[config.mk]
export PLATFORM = sky130hd
export DESIGN_NAME = addsub_pipe_nb_flat
export DESIGN_NICKNAME = d
export VERILOG_FILES = /design/src/rtl/addsub_pipe_nb_if.sv /design/src/rtl/addsub_pipe_nb.sv /design/src/flat_wrapper.sv
export SDC_FILE = /design/constraint.sdc
export NUM_CORES = 1
export LEC_CHECK = 0
export ABC_AREA = 1
export CORE_ASPECT_RATIO = 1.25
export CORE_UTILIZATION = 53
export DETAILED_ROUTE_END_ITERATION = 8
export GPL_TIMING_DRIVEN = 0
export PLACE_DENSITY = 0.84
export SYNTH_ARGS = -nofsm -noshare
export SYNTH_HDL_FRONTEND = slang
export SYNTH_SLANG_ARGS = --single-unit
[constraint.sdc]
create_clock -name clk -period 5.6 [get_ports clk]
set_clock_uncertainty 0.15 [all_clocks]
set_input_delay 1.12 -clock clk [delete_from_list [all_inputs] [get_ports clk]]
set_output_delay 1.12 -clock clk [all_outputs]
set_load 0.005 [all_outputs]
[src/rtl/addsub_pipe_nb_if.sv]
// Handshake and data bundle for the pipelined add/subtract block.
// The master drives the operands and out_ready. The slave returns in_ready and the result.
interface addsub_pipe_nb_if #(
  parameter int WIDTH = 8
);
  logic             in_valid;
  logic             in_ready;
  logic [WIDTH-1:0] a;
  logic [WIDTH-1:0] b;
  logic             c_in;
  logic             sub;
  logic             out_valid;
  logic             out_ready;
  logic [WIDTH-1:0] sum;
  logic             c_out;
  logic             ovf;

  modport master (
    output in_valid, a, b, c_in, sub, out_ready,
    input  in_ready, out_valid, sum, c_out, ovf
  );

  modport slave (
    input  in_valid, a, b, c_in, sub, out_ready,
    output in_ready, out_valid, sum, c_out, ovf
  );
endinterface

[src/rtl/addsub_pipe_nb.sv]
// Pipelined WIDTH-bit add/subtract built from STAGES ripple chunks.
// A registered carry links the chunks, and a global stall holds every stage when the output is blocked.
module addsub_pipe_nb #(
  parameter int WIDTH  = 8,
  parameter int STAGES = 2
) (
  input logic             clk,
  input logic             rst_n,
  addsub_pipe_nb_if.slave bus
);
  localparam int CHUNK = WIDTH / STAGES;

  logic [WIDTH-1:0]  a_r     [STAGES];
  logic [WIDTH-1:0]  b_r     [STAGES];
  logic [WIDTH-1:0]  sum_r   [STAGES];
  logic [STAGES-1:0] carry_r;
  logic [STAGES-1:0] valid_r;
  logic              ovf_r;

  logic [WIDTH-1:0]  in_a_s   [STAGES];
  logic [WIDTH-1:0]  in_b_s   [STAGES];
  logic [WIDTH-1:0]  in_sum_s [STAGES];
  logic [STAGES-1:0] in_c_s;
  logic [STAGES-1:0] in_v_s;
  logic [WIDTH-1:0]  sum_nx_s [STAGES];
  logic [STAGES-1:0] carry_nx_s;
  logic              ovf_nx_s;
  logic              advance_s;

  // Route the inputs of each stage. Stage 0 takes the port, with b and c_in inverted for subtract.
  always_comb begin
    advance_s   = !valid_r[STAGES-1] || bus.out_ready;
    in_a_s[0]   = bus.a;
    in_b_s[0]   = {WIDTH{bus.sub}} ^ bus.b;
    in_sum_s[0] = {WIDTH{1'b0}};
    in_c_s[0]   = bus.c_in ^ bus.sub;
    in_v_s[0]   = bus.in_valid;
    for (int k = 1; k < STAGES; k++) begin
      in_a_s[k]   = a_r[k-1];
      in_b_s[k]   = b_r[k-1];
      in_sum_s[k] = sum_r[k-1];
      in_c_s[k]   = carry_r[k-1];
      in_v_s[k]   = valid_r[k-1];
    end
  end

  // Ripple-add chunk k in stage k. Overflow needs the MSB operands, so it is computed in the last stage.
  always_comb begin
    for (int k = 0; k < STAGES; k++) begin
      sum_nx_s[k] = in_sum_s[k];
      {carry_nx_s[k], sum_nx_s[k][k*CHUNK +: CHUNK]} =
          {1'b0, in_a_s[k][k*CHUNK +: CHUNK]} +
          {1'b0, in_b_s[k][k*CHUNK +: CHUNK]} +
          {{CHUNK{1'b0}}, in_c_s[k]};
    end
    // The carry into the MSB equals a ^ b ^ sum at that bit.
    ovf_nx_s = in_a_s[STAGES-1][WIDTH-1] ^ in_b_s[STAGES-1][WIDTH-1] ^
               sum_nx_s[STAGES-1][WIDTH-1] ^ carry_nx_s[STAGES-1];
  end

  // Stage registers: cleared on reset, advanced together, and written only when a valid operand arrives.
  always_ff @(posedge clk) begin
    if (!rst_n) begin
      valid_r <= {STAGES{1'b0}};
      carry_r <= {STAGES{1'b0}};
      ovf_r   <= 1'b0;
      for (int k = 0; k < STAGES; k++) begin
        a_r[k]   <= {WIDTH{1'b0}};
        b_r[k]   <= {WIDTH{1'b0}};
        sum_r[k] <= {WIDTH{1'b0}};
      end
    end else if (advance_s) begin
      valid_r <= in_v_s;
      for (int k = 0; k < STAGES; k++) begin
        if (in_v_s[k]) begin
          a_r[k]     <= in_a_s[k];
          b_r[k]     <= in_b_s[k];
          sum_r[k]   <= sum_nx_s[k];
          carry_r[k] <= carry_nx_s[k];
        end
      end
      if (in_v_s[STAGES-1]) begin
        ovf_r <= ovf_nx_s;
      end
    end
  end

  assign bus.in_ready  = advance_s & rst_n;
  assign bus.out_valid = valid_r[STAGES-1];
  assign bus.sum       = sum_r[STAGES-1];
  assign bus.c_out     = carry_r[STAGES-1];
  assign bus.ovf       = ovf_r;
endmodule

[src/flat_wrapper.sv]
// flat-port wrapper written by rule: the top's interface ports become plain ports
module addsub_pipe_nb_flat 
#(
  parameter int WIDTH  = 8,
  parameter int STAGES = 2
)
  (clk, rst_n, bus_in_valid, bus_a, bus_b, bus_c_in, bus_sub, bus_out_ready, bus_in_ready, bus_out_valid, bus_sum, bus_c_out, bus_ovf);
  addsub_pipe_nb_if #(.WIDTH(WIDTH)) bus_i ();
  input logic clk;
  input logic rst_n;
  input wire logic [$bits(bus_i.in_valid)-1:0] bus_in_valid;
  input wire logic [$bits(bus_i.a)-1:0] bus_a;
  input wire logic [$bits(bus_i.b)-1:0] bus_b;
  input wire logic [$bits(bus_i.c_in)-1:0] bus_c_in;
  input wire logic [$bits(bus_i.sub)-1:0] bus_sub;
  input wire logic [$bits(bus_i.out_ready)-1:0] bus_out_ready;
  output wire logic [$bits(bus_i.in_ready)-1:0] bus_in_ready;
  output wire logic [$bits(bus_i.out_valid)-1:0] bus_out_valid;
  output wire logic [$bits(bus_i.sum)-1:0] bus_sum;
  output wire logic [$bits(bus_i.c_out)-1:0] bus_c_out;
  output wire logic [$bits(bus_i.ovf)-1:0] bus_ovf;
  assign bus_i.in_valid = bus_in_valid;
  assign bus_i.a = bus_a;
  assign bus_i.b = bus_b;
  assign bus_i.c_in = bus_c_in;
  assign bus_i.sub = bus_sub;
  assign bus_i.out_ready = bus_out_ready;
  assign bus_in_ready = bus_i.in_ready;
  assign bus_out_valid = bus_i.out_valid;
  assign bus_sum = bus_i.sum;
  assign bus_c_out = bus_i.c_out;
  assign bus_ovf = bus_i.ovf;
  addsub_pipe_nb #(.WIDTH(WIDTH), .STAGES(STAGES)) u_core (.clk(clk), .rst_n(rst_n), .bus(bus_i));
endmodule
==> run_1/cell_classes.png <==
(6 px per µm)
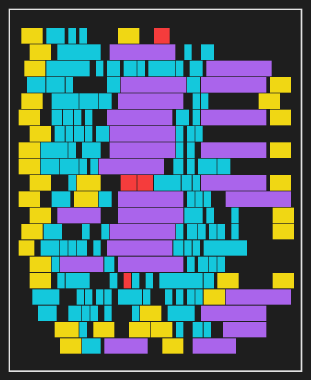
purple -> flip-flops  # cells 25
cyan -> all other logic  # cells 117
yellow -> other buffers and delay cells  # cells 35
red -> clock drivers and dummy loads  # cells 4

==> run_1/final_congestion.png <==
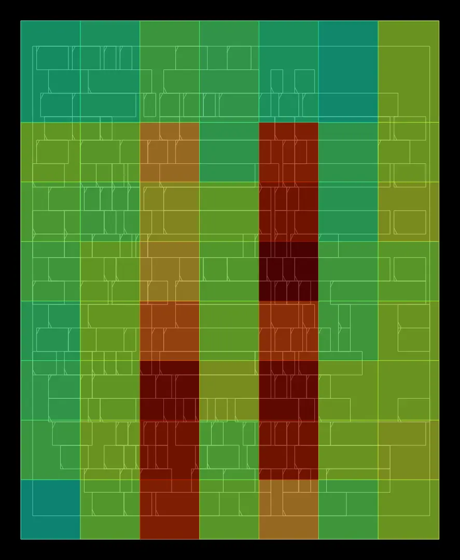
GRT met2 Usage: 36.62%
Layout Utilization: 72.25%
most used routing layer: met2

==> run_1/zoom.png <==
Window x 0 to 25, y 33 to 58 µm. Cells in gray, sequential cells in the stronger gray; small squares are vias.
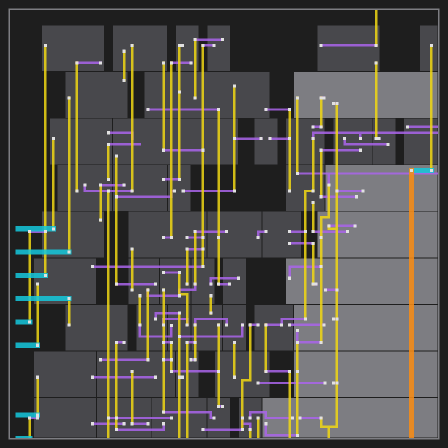
cyan -> met3
purple -> met1
yellow -> met2
orange -> met4
cells with their middle in the window = 48
sequential cells in the window = 7
netlist names of flops here include = u_core.sum_r (4), u_core.a_r (2)
most frequent = clkdlybuf4s50_1 (9), inv_1 (8), edfxtp_1 (7)

## run 1: routing by layer
metal	global-route usage (%)	vias to the layer above	wire length [µm]
met5	0	-	0
met4	15.55	0	76
met3	1.781	8	71
met2	36.62	44	1351
met1	16.36	475	834
li1	-	520	-
## run 1: synth_stat cells
master                     count  area share [%]
sky130_fd_sc_hd__fa_1          4             5.6
sky130_fd_sc_hd__nand3_1       8             2.8
sky130_fd_sc_hd__edfxtp_1     20              42
sky130_fd_sc_hd__o21ai_0       2            0.70
sky130_fd_sc_hd__or2_2         1            0.44
sky130_fd_sc_hd__nor2_1       15             3.9
sky130_fd_sc_hd__a21oi_2       2             1.2
sky130_fd_sc_hd__a21oi_1       3             1.0
sky130_fd_sc_hd__ha_1          6             5.2
sky130_fd_sc_hd__inv_1        26             6.8
sky130_fd_sc_hd__nor2_2       10             4.4
sky130_fd_sc_hd__inv_4         1            0.44
sky130_fd_sc_hd__xnor2_1       5             3.1
sky130_fd_sc_hd__dfxtp_1       5             7.0
sky130_fd_sc_hd__xor2_1        6             3.7
sky130_fd_sc_hd__nand2_1      25             6.6
sky130_fd_sc_hd__nand2_4       2             1.6
sky130_fd_sc_hd__buf_6         3             2.4
sky130_fd_sc_hd__buf_4         1            0.53
sky130_fd_sc_hd__o21ai_2       1            0.61
## run 1: critical path, delay by kind of cell
kind                   cells  cell delay, ns
AND/OR/NAND/NOR            2            0.12
buffers and inverters      4            1.06
## run 1: cells by family after synthesis
| logic type | share of synthesized area, % |
|---|---|
| xor gates and xnor gates | 6.736 |
| buffers and inverters | 10.15 |
| adders and majority gates | 10.85 |
| DFF | 48.99 |
| AOI/OAI and AO/OA | 3.587 |
| and+or+nand+nor | 19.69 |
## run 1: sequential cells by signal, indices dropped and copies added, names as in the netlist
signal / cells
u_core.a_r: 4
u_core.b_r: 4
u_core.bus.ovf: 1
u_core.sum_r: 12
u_core.carry_r: 2
u_core.valid_r: 2
## run 1: how the worst min path moves through the flow
stage / startpoint / endpoint / slack (ns) / cells past startpoint
2_1_floorplan: u_core.bus.ovf / u_core.bus.ovf / 0.31 / 2
5_1_grt: u_core.bus.ovf / u_core.bus.ovf / 0.38 / 2
6_report: u_core.bus.ovf / u_core.bus.ovf / 0.35 / 2
3_5_place_dp: u_core.carry_r[1] / u_core.carry_r[1] / 0.33 / 2
3_3_place_gp: u_core.carry_r[1] / u_core.carry_r[1] / 0.31 / 2
4_1_cts: u_core.carry_r[1] / u_core.carry_r[1] / 0.35 / 2
## run 1: layout make-up
class                      instances  share of cell area (%)
buffer                             4                   2.284
clock buffer                       4                   1.453
inverter                          27                   5.744
multi-input combinational         90                   32.32
sequential                        25                   38.75
tap                               33                   2.284
timing repair buffer              31                   17.16
## run 1: power groups by stage
| stage | registers, mW | clock network [mW] | logic [mW] |
|---|---|---|---|
| 4_1_cts | 0.227 | 0.0779 | 0.113 |
| 5_1_grt | 0.229 | 0.0833 | 0.124 |
| 6_report | 0.227 | 0.0785 | 0.112 |
| 3_5_place_dp | 0.231 | 0 | 0.113 |
| 3_3_place_gp | 0.230 | 0 | 0.107 |
| 2_1_floorplan | 0.231 | 0 | 0.0686 |
==> out/qor.txt, run 1 <==
Result of the run: completed
Clock H-tree levels: 1
Critical path cell sequence: clkdlybuf4s50_1 -> inv_1 -> nand2_4 -> nand2_4 -> inv_4 -> clkdlybuf4s50_1
Number of unique standard cell types used by synthesis: 20
Total number of nets in the final design: 214
Total via count in the routed design: 1047
Die width: 48.46 µm
Vias per cell: 4.893
Number of warning messages in the yosys log: 0
Post-synthesis sequential element count: 25
Finish-stage setup viols: 0
Worst setup path startpoint: bus_out_ready
Slack of the worst reg-to-reg path: 3.76 ns
Type of element capturing the critical path: primary output
Largest fanout on the critical path: 4
Clock sink count: 25
Worst IR Drop VDD: 0.1595 mV
Max Cap Viol: 0
Signal arrival time at the worst endpoint: 2.31 ns
Cell area after synthesis: 1430 µm²
Classification of the worst setup path: in -> out
Global-route usage over all layers: 18.19%
Number of instances resized during post-cts repair: 0
Proportion of power drawn by combinational gates: 26.9%
Fraction of final layout cells sized beyond drive strength 1: 13.26%
Worst skew pair latency: 0.31 ns
Most frequent logic cell in the layout: sky130_fd_sc_hd__clkdlybuf4s50_1
Proportion of synthesized chip area in sequential cells: 48.99%
Power per Cell Area: 230.9 nW/µm²
Area of the die: 2911 µm²
Fp_density: 57.15%
Synthesized instance count: 146
Final hold slack: 0.3474 ns
Max-slew violation count: 0
CTS tree: built
Setup repair after global routing missed its margin: false
TritonCTS buffer count: 3
Last element of the critical path: bus_in_ready
Yosys cell count: 146
Net count entering floorplan: 178
Path depth of the worst reg2reg path: 10
Power Total: 0.4174 mW
Share of power burned in registers: 54.3%
Hold buffer count at CTS: 0
Area occupied by multi-input gates: 584.3 µm²
Lkg Pwr: 0.8151 nW
Setup WS pre-CTS: 2.017 ns
Number of DRC markers after the initial detailed-route iteration: 22
Routed wire length: 2.335 mm
Count of placed standard cells in the final layout, fillers left out: 214
Final period demand of the worst path: 3.577 ns
Hold violation count in the final report: 0
CP Data Required Time: 4.33 ns
Reg2Reg Capture Point: u_core.bus.ovf
Final worst path period share: 63.88%
Post-route setup TNS: 0 ns
CP max-delay cell: sky130_fd_sc_hd__clkdlybuf4s50_1
Clk network pwr share: 18.8%
Achievable frequency: 0.2796 GHz
IO Port Bufs: 31
Row count: 20
Number of buffers on the longest clock path: 2
Final instance area: 1808 µm²
Number of warnings in the stage logs: 26
Remaining number of nets flagged by the antenna check after routing: 0
Clock root buffer: sky130_fd_sc_hd__clkbuf_4
GP Congestion: 0.8980
Total internal power: 0.3043 mW
Seq. cell area: 700.7 µm²
Tightest Hold Check Type: reg -> reg
Number of antenna violations at the first check in global routing: 0
Mean area per synthesized cell: 9.795 µm²
Switching portion of total power: 27.09%
DR DRC count: 0
Wire length of the first global-routing pass: 3.919 mm
Worst path max stage delay: 0.49 ns
Area delta synth->final: 26.42%
Post-placement cell count: 210
Buffers inserted by post-CTS timing repair: 0
Cell area reported after detailed placement: 1782 µm²
Chip area in the Yosys report: 1430 µm²
Slew at the pin with the worst max-slew slack: 0.4315 ns
Setup WS post-layout: 2.023 ns
Total overflow reported by the global router: 0
Detailed-route wire length per cell: 10.91 µm
Final-layout fill cell count: 189
Net switching power of the design: 0.1131 mW
HPWL Detailed: 1.955 mm
Post-CTS clock slew at the launch and capture registers of the worst setup and hold paths: 0.13 ns
Pin count of the biggest net entering global routing: 14
Antenna cell count: 0
1st-pass router iterations: 5
Via count of the first global-routing pass: 1068
Die Height: 60.08 µm
# IOs: 34
Top cells excl fill/tap: sky130_fd_sc_hd__clkdlybuf4s50_1 (31), sky130_fd_sc_hd__inv_1 (26), sky130_fd_sc_hd__nand2_1 (25)
Reg-to-Reg Start: u_core.a_r[0][4]
Placeable core region: 2502 µm²
Setup crit start kind: input port
Relative slew slack: 71.16%
==> run_1/drive_strength.png <==
(6 px per µm)
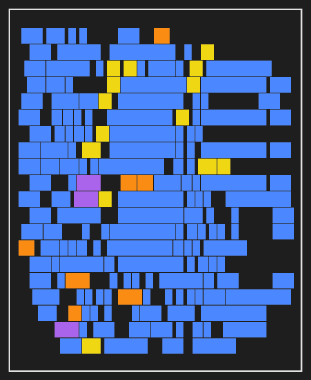

==> run 1 -> run 2 <==
--- a/config.mk
+++ b/config.mk
@@ -7,10 +7,10 @@
 export LEC_CHECK = 0
 export ABC_AREA = 1
 export CORE_ASPECT_RATIO = 1.25
-export CORE_UTILIZATION = 53
+export CORE_UTILIZATION = 44
 export DETAILED_ROUTE_END_ITERATION = 8
 export GPL_TIMING_DRIVEN = 0
-export PLACE_DENSITY = 0.84
+export PLACE_DENSITY = 0.75
 export SYNTH_ARGS = -nofsm -noshare
 export SYNTH_HDL_FRONTEND = slang
 export SYNTH_SLANG_ARGS = --single-unit
==> constraint.sdc (replaced) <==
create_clock -name clk -period 3.2 [get_ports clk]
set_clock_uncertainty 0.15 [all_clocks]
set_input_delay 0.64 -clock clk [delete_from_list [all_inputs] [get_ports clk]]
set_output_delay 0.64 -clock clk [all_outputs]
set_load 0.005 [all_outputs]
==> run_2/drive_strength.png <==
(6 px per µm)
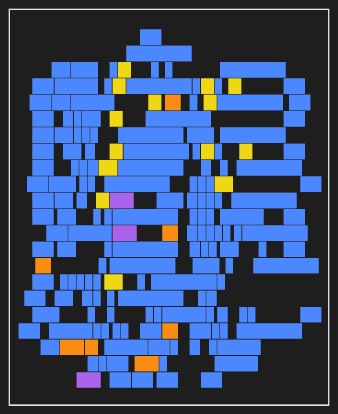
yellow -> drive 2  # cells 14, share 7.7%, most used nor2_2
blue -> drive 1 or less  # cells 157, share 87%, most used clkdlybuf4s50_1
purple -> drive 6 and up  # cells 3, share 1.7%, most used buf_6
orange -> drive 3 to 4  # cells 7, share 3.9%, most used clkbuf_4
final instance area: 1812 µm²
non-clock buffer instance count of the final layout: 35

==> run 2 against run 1 <==
Net effect: final area up 0.21%; clock power is 75% higher; sequential power rose by 74%; critical path type unchanged; wire length down 7.8%; clock-buffer cell count did not move; largest cell class unchanged; first-iteration DRC count shrank 55%.
==> out/qor.txt, run 2 <==
Pin count of the biggest net entering global routing: 14 (unchanged)
Detailed-route wire length per cell: 9.917 µm (-9.1%)
Power per Cell Area: 400.8 nW/µm² (+74%)
1st-pass router iterations: 4 (-1)
Area of the die: 3484 µm² (+20%)
Number of unique standard cell types used by synthesis: 20 (unchanged)
Type of element capturing the critical path: primary output
Lkg Pwr: 0.8151 nW (unchanged)
Relative slew slack: 70.21% (-0.95 points)
Remaining number of nets flagged by the antenna check after routing: 0 (unchanged)
Placeable core region: 3028 µm² (+21%)
Top cell area share: 41.99% (unchanged)
Number of warnings in the stage logs: 26 (unchanged)
Slew at the pin with the worst max-slew slack: 0.4458 ns (+0.01428 ns)
Number of DRC markers after the initial detailed-route iteration: 10 (-55%)
Post-CTS clock slew at the launch and capture registers of the worst setup and hold paths: 0.13 ns (about the same)
Vias per cell: 4.659 (-4.8%)
Final worst path period share: 81.61%
Wire length of the first global-routing pass: 3.884 mm (-0.89%)
Worst IR Drop VDD: 0.2781 mV (+74%)
Clock sink count: 25 (unchanged)
Worst skew pair latency: 0.32 ns (about the same)
Top cell types by occurrence after synthesis: sky130_fd_sc_hd__inv_1 (26), sky130_fd_sc_hd__nand2_1 (25), sky130_fd_sc_hd__edfxtp_1 (20)
Setup crit start kind: input port
Total number of nets in the final design: 214 (unchanged)
Post-route setup TNS: 0 ns (unchanged)
Slack of the worst reg-to-reg path: 1.39 ns (-2.37 ns)
Top cells excl fill/tap: sky130_fd_sc_hd__clkdlybuf4s50_1 (31), sky130_fd_sc_hd__inv_1 (26), sky130_fd_sc_hd__nand2_1 (25)
Final-layout fill cell count: 279 (+48%)
Max-slew violation count: 0 (unchanged)
Number of buffers on the longest clock path: 2 (unchanged)
Hold buffer count at CTS: 0 (unchanged)
Synthesized instance count: 146 (unchanged)
Number of synthesized flops with an enable pin: 20 (unchanged)
Total via count in the routed design: 1011 (-3.4%)
Clock H-tree levels: 1 (unchanged)
Biggest area consumer among synthesized cells: sky130_fd_sc_hd__edfxtp_1
Die Height: 65.74 µm (+9.4%)
Max Cap Viol: 0 (unchanged)
Most frequent logic cell in the layout: sky130_fd_sc_hd__clkdlybuf4s50_1
Hold violation count in the final report: 0 (unchanged)
Setup repair after global routing missed its margin: false
Count leader, synth: sky130_fd_sc_hd__inv_1
Area delta synth->final: 26.68%
Worst setup path startpoint: bus_out_ready
Number of instances resized during post-cts repair: 0 (unchanged)
Result of the run: completed
CP Data Required Time: 2.41 ns (-1.92 ns)
Total overflow reported by the global router: 0 (unchanged)
Mean area per synthesized cell: 9.795 µm² (unchanged)
Number of warning messages in the yosys log: 0 (unchanged)
Reg-to-Reg Start: u_core.a_r[0][4]
Finish-stage setup viols: 0 (unchanged)
Row count: 22 (+10%)
Top area cells in the synthesized netlist: sky130_fd_sc_hd__edfxtp_1 (42%), sky130_fd_sc_hd__dfxtp_1 (7.0%), sky130_fd_sc_hd__inv_1 (6.8%), sky130_fd_sc_hd__nand2_1 (6.6%), sky130_fd_sc_hd__fa_1 (5.6%)
Largest regs: u_core.sum_r x12, u_core.a_r x4, u_core.b_r x4
Fp_density: 47.23% (-9.9 points)
HPWL Detailed: 1.823 mm (-6.8%)
Via count of the first global-routing pass: 986 (-7.7%)
Cell area after synthesis: 1430 µm² (unchanged)
Antenna cell count: 0 (unchanged)
Path depth of the worst reg2reg path: 10 (unchanged)
Tightest Hold Check Type: reg -> reg
Largest fanout on the critical path: 4 (unchanged)
Area occupied by multi-input gates: 584.3 µm² (unchanged)
Signal arrival time at the worst endpoint: 1.82 ns (-0.49 ns)
==> run_2/final_congestion.png <==
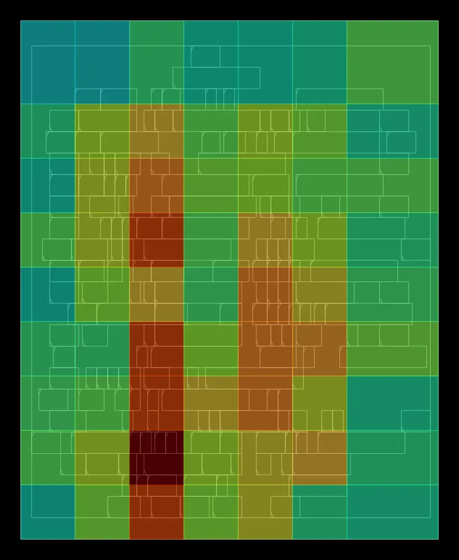
met1 capacity usage during global routing: 15.67%
global-route usage over all layers: 15.63%
GRT met2 Usage: 29.27%
grt met3 use: 1.389%

==> run 2: worst max-delay path, cell delays in order <==
cell                              delay (ns)
sky130_fd_sc_hd__clkdlybuf4s50_1        0.45
sky130_fd_sc_hd__inv_1                  0.06
sky130_fd_sc_hd__nand2_4                0.08
sky130_fd_sc_hd__nand2_4                0.05
sky130_fd_sc_hd__inv_4                  0.06
sky130_fd_sc_hd__clkdlybuf4s50_1        0.49
==> run 2: metrics by stage <==
stage / utilization [%] / total power, mW / hold slack [ns] / area [µm²] / worst slack (ns)
after global placement: 58.97 / 0.5912 / 0.3067 / 1785 / 0.5942
after detailed placement: 58.97 / 0.5998 / 0.3175 / 1785 / 0.5495
after CTS: 59.83 / 0.7335 / 0.3365 / 1812 / 0.5864
final: 59.83 / 0.7262 / 0.3367 / 1812 / 0.5884
after global routing: 59.83 / 0.7756 / 0.3665 / 1812 / 0.5420
after floorplan: - / 0.5239 / 0.3136 / 1430 / 0.9492
==> run 2: cell type report <==
type | count | area share (%)
Sequential cell | 25 | 38.67
Multi-Input combinational cell | 90 | 32.25
Timing Repair Buffer | 31 | 17.13
Inverter | 27 | 5.732
Tap cell | 36 | 2.486
Buffer | 4 | 2.279
Clock buffer | 4 | 1.450
==> run 2: metal layers <==
layer,wire length (µm),up-vias,GRT usage (%)
met4,63,0,10.20
met1,805,450,15.67
met2,1201,32,29.27
met5,0,-,0
met3,81,5,1.389
li1,-,524,-
==> run 2: cell families (layout without fill, tap and decap cells) <==
| family | after synthesis | count (layout) | synth area share [%] |
|---|---|---|---|
| simple gates | 61 | 61 | 19.69 |
| buf+inv | 31 | 66 | 10.15 |
| flops | 25 | 25 | 48.99 |
| xor+xnor | 11 | 11 | 6.736 |
| fa+ha+maj | 10 | 10 | 10.85 |
| compound gates | 8 | 8 | 3.587 |
==> run 2: worst min path at each step <==
stage               slack (ns)                 to  cells past startpoint              start
floorplan                 0.31     u_core.bus.ovf                      2     u_core.bus.ovf
global placement          0.31  u_core.carry_r[1]                      2  u_core.carry_r[1]
detailed placement        0.32  u_core.carry_r[1]                      2  u_core.carry_r[1]
CTS                       0.34  u_core.carry_r[1]                      2  u_core.carry_r[1]
global route              0.37  u_core.carry_r[1]                      2  u_core.carry_r[1]
finish                    0.34  u_core.carry_r[1]                      2  u_core.carry_r[1]
==> run 2: power by group <==
part,internal [mW],total (mW),switching (mW)
logic,0.0983,0.193,0.0951
clock network,0.0488,0.137,0.0878
registers,0.386,0.396,0.0108
Power figures rest on the tool's default switching activity, not on a simulated workload.
